--- src/rtl/dg0045_ram_arbiter.sv ---
// dg0045_ram_arbiter: 64x4 data RAM shared between the core and a host port via a phase-locked slot.
// Optional DG0045_HOST_AUTOINC_EN adds a host auto-increment address pointer.
module dg0045_ram_arbiter #(
    parameter int ADDR_W = 6,
    parameter int DATA_W = 4
) (
    input  logic              clk,
    input  logic              RESET,
    input  logic [ADDR_W-1:0] core_addr,
    input  logic [DATA_W-1:0] core_din,
    input  logic              core_we,
    output logic [DATA_W-1:0] core_dout,
    input  logic              host_req,
    input  logic              host_we,
    input  logic [ADDR_W-1:0] host_addr,
    input  logic [DATA_W-1:0] host_wdata,
    input  logic              host_inc,
    output logic              host_ack,
    output logic [DATA_W-1:0] host_rdata,
    output logic [2:0]        phase
);
    typedef enum logic [2:0] {S_IDLE, S_WAIT, S_ACCESS, S_ACK, S_DONE} state_t;
    state_t            state_q, state_d;
    logic [2:0]        phase_q, phase_d;
    logic [ADDR_W-1:0] haddr_q, haddr_d, req_addr, ram_addr;
    logic              hwe_q, hwe_d;
    logic [DATA_W-1:0] hwdata_q, hwdata_d, rdata_q, rdata_d;
    logic [DATA_W-1:0] mem [2**ADDR_W];
    logic              latch, host_wr, core_wr;

`ifdef DG0045_HOST_AUTOINC_EN
    logic [ADDR_W-1:0] ptr_q, ptr_d;
    always_comb begin
        req_addr = host_inc ? ptr_q : host_addr;
        ptr_d    = (state_q == S_ACCESS) ? haddr_q + ADDR_W'(1) : ptr_q;
    end
    always_ff @(posedge clk or negedge RESET) begin
        if (!RESET) ptr_q <= '0;
        else        ptr_q <= ptr_d;
    end
`else
    logic unused_inc;
    assign unused_inc = host_inc;
    assign req_addr   = host_addr;
`endif

    always_ff @(posedge clk or negedge RESET) begin
        if (!RESET) begin
            state_q  <= S_IDLE;
            phase_q  <= '0;
            haddr_q  <= '0;
            hwe_q    <= 1'b0;
            hwdata_q <= '0;
            rdata_q  <= '0;
        end else begin
            state_q  <= state_d;
            phase_q  <= phase_d;
            haddr_q  <= haddr_d;
            hwe_q    <= hwe_d;
            hwdata_q <= hwdata_d;
            rdata_q  <= rdata_d;
        end
    end

    always_comb begin
        state_d = state_q;
        case (state_q)
            S_IDLE:   if (host_req) state_d = (phase_q == 3'd7) ? S_ACCESS : S_WAIT;
            S_WAIT:   if (phase_q == 3'd7) state_d = S_ACCESS;
            S_ACCESS: state_d = S_ACK;
            S_ACK:    state_d = S_DONE;
            S_DONE:   if (!host_req) state_d = S_IDLE;
            default:  state_d = S_IDLE;
        endcase
    end

    // Host and core write slots are disjoint (phase 0 vs phase 6), so no priority is needed
    always_comb begin
        phase_d  = phase_q + 3'd1;
        latch    = (state_q == S_IDLE) && host_req;
        haddr_d  = latch ? req_addr : haddr_q;
        hwe_d    = latch ? host_we : hwe_q;
        hwdata_d = latch ? host_wdata : hwdata_q;
        rdata_d  = (state_q == S_ACCESS) ? mem[haddr_q] : rdata_q;
        host_wr  = (state_q == S_ACCESS) && hwe_q;
        core_wr  = (phase_q == 3'd6) && core_we;
        ram_addr = (state_q == S_ACCESS) ? haddr_q : core_addr;
    end

    always_ff @(posedge clk) begin
        if (host_wr)      mem[haddr_q]   <= hwdata_q;
        else if (core_wr) mem[core_addr] <= core_din;
    end

    always_comb begin
        host_ack   = (state_q == S_ACK);
        host_rdata = rdata_q;
        phase      = phase_q;
        core_dout  = mem[ram_addr];
    end
endmodule

--- config.mk ---
export PLATFORM = sky130hd
export DESIGN_NAME = dg0045_ram_arbiter
export DESIGN_NICKNAME = d
export VERILOG_FILES = /design/src/rtl/dg0045_ram_arbiter.sv
export SDC_FILE = /design/constraint.sdc
export NUM_CORES = 1
export LEC_CHECK = 0
export CAP_MARGIN = 5
export CORE_ASPECT_RATIO = 1.5
export CORE_MARGIN = 2
export CORE_UTILIZATION = 45
export CTS_BUF_LIST = sky130_fd_sc_hd__clkbuf_8
export CTS_CLUSTER_SIZE = 30
export DETAILED_ROUTE_END_ITERATION = 16
export PLACE_DENSITY = 0.61
export SLEW_MARGIN = 20
export SYNTH_ARGS = -nofsm -noshare
export SYNTH_HDL_FRONTEND = slang
export SYNTH_SLANG_ARGS = --single-unit
--- constraint.sdc ---
create_clock -name clk -period 3 [get_ports clk]
set_clock_uncertainty 0.1 [all_clocks]
set_input_delay 0.6 -clock clk [delete_from_list [all_inputs] [get_ports clk]]
set_output_delay 0.6 -clock clk [all_outputs]
set_load 0.02 [all_outputs]
Figure 1. Layout detail.
Window x 54 to 94, y 46 to 86 um. Cells in gray, sequential cells in the stronger gray; small squares are vias.
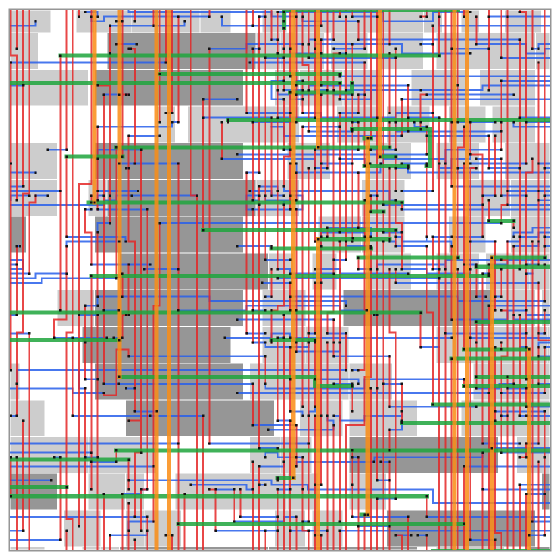
[met3] green
[met2] red
[met1] blue
[met4] orange
sequential cells in the window: 13
cells with their middle in the window: 87
netlist names of flops here include: `mem` (13)
most frequent: a221oi_1 (20), edfxtp_1 (13), buf_4 (11)

Figure 2. The metal 3 layer.
The bar under the picture is 50 um long.
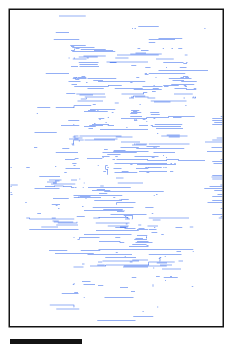
nets with wire on the layer: 217
main direction: horizontal
longest straight run: 65.6 um
share of all routed wire: 7.5%
wire length on this layer: 3570 um

==> results.sh <==
# flow metrics
export IMPL_outcome="finished with violations"
export IMPL_violations="setup timing"
export IMPL_dominantRegCellSynth="sky130_fd_sc_hd__edfxtp_1"
export IMPL_setup_reg_to_reg_worst_slack_ns=0.15
export IMPL_number_of_flip_flops_and_latches=277
export IMPL_timing_setup_tns_ns=-3.89
export IMPL_arrival_ns=3.31
export IMPL_registers_top_by_ff_count="mem"
export IMPL_grt_busiest_layer="met2"
export IMPL_insertedDiodeCount=0
export IMPL_synth_stat_cells=1044
export IMPL_cpLargestDelayFamily="simple AND/OR/NAND/NOR gates"
export IMPL_end_kind="output pin"
export IMPL_final_count_of_hold_timing_violations=0
export IMPL_clk_pin_slew_ns=0.08
export IMPL_ys_seq_share_pct=58.6
export IMPL_avgSynthCellArea_sq_um=13.4
export IMPL_fin_worst_hold_slack_ns=0.379
export IMPL_slew_headroom_pct=46.7
export IMPL_finalSetupViolCount=4
export IMPL_flow_area_growth_from_synthesis_pct=28.8
export IMPL_ys_top_cells_by_count="sky130_fd_sc_hd__edfxtp_1 (256), sky130_fd_sc_hd__nor2b_1 (104), sky130_fd_sc_hd__a221oi_1 (96)"
export IMPL_critical_path_start_type="register"
export IMPL_globalplace_congestion=0.997
export IMPL_xor_area_share_pct=0
export IMPL_enable_flop_cells=256
export IMPL_setup_ws_ns=-1.01
export IMPL_groute_usage_overall_pct=29.1
export IMPL_dr_total_vias=10800
export IMPL_tritoncts_clock_tree="built"
export IMPL_synthDominantAreaCellType="sky130_fd_sc_hd__edfxtp_1"
export IMPL_routed_wirelength_um=47800
export IMPL_ys_top_logic_family="multiplexers"
export IMPL_synth_lib_cells_used_distinct=44
export IMPL_finalCriticalPeriod_ns=4.01
export IMPL_chip_area_sq_um=32600
export IMPL_most_instantiated_logic_cell_after_routing="sky130_fd_sc_hd__edfxtp_1"
export IMPL_netlist_instances=1044
export IMPL_r2r_start="state_q[2]$_DFFE_PN0P_"
export IMPL_ys_sh_mux_pct=14.4
export IMPL_logic_area_sq_um=5960
export IMPL_crit_start="state_q[2]$_DFFE_PN0P_"
export IMPL_crit_reg2reg_capture="mem[53][1]$_DFFE_PP_"
export IMPL_synth_flops=277
export IMPL_ff2ff_path_depth=8
export IMPL_combAreaFraction_pct=33.0
export IMPL_worstPathCellList="or3b_4 > buf_6 > mux2_4 > buf_8 > clkbuf_16 > a221oi_1 > o21ai_1 > o2111ai_4 > nor4_4 > buf_4"
export IMPL_ff_latch_area_sq_um=8220
export IMPL_post_synth_instance_area_sq_um=14000
export IMPL_routedLengthMet1_um=16800
export IMPL_drcViolationCount=0
export IMPL_ys_sh_aoi_pct=12.5
export IMPL_dr_first_iter_drc_count=1269
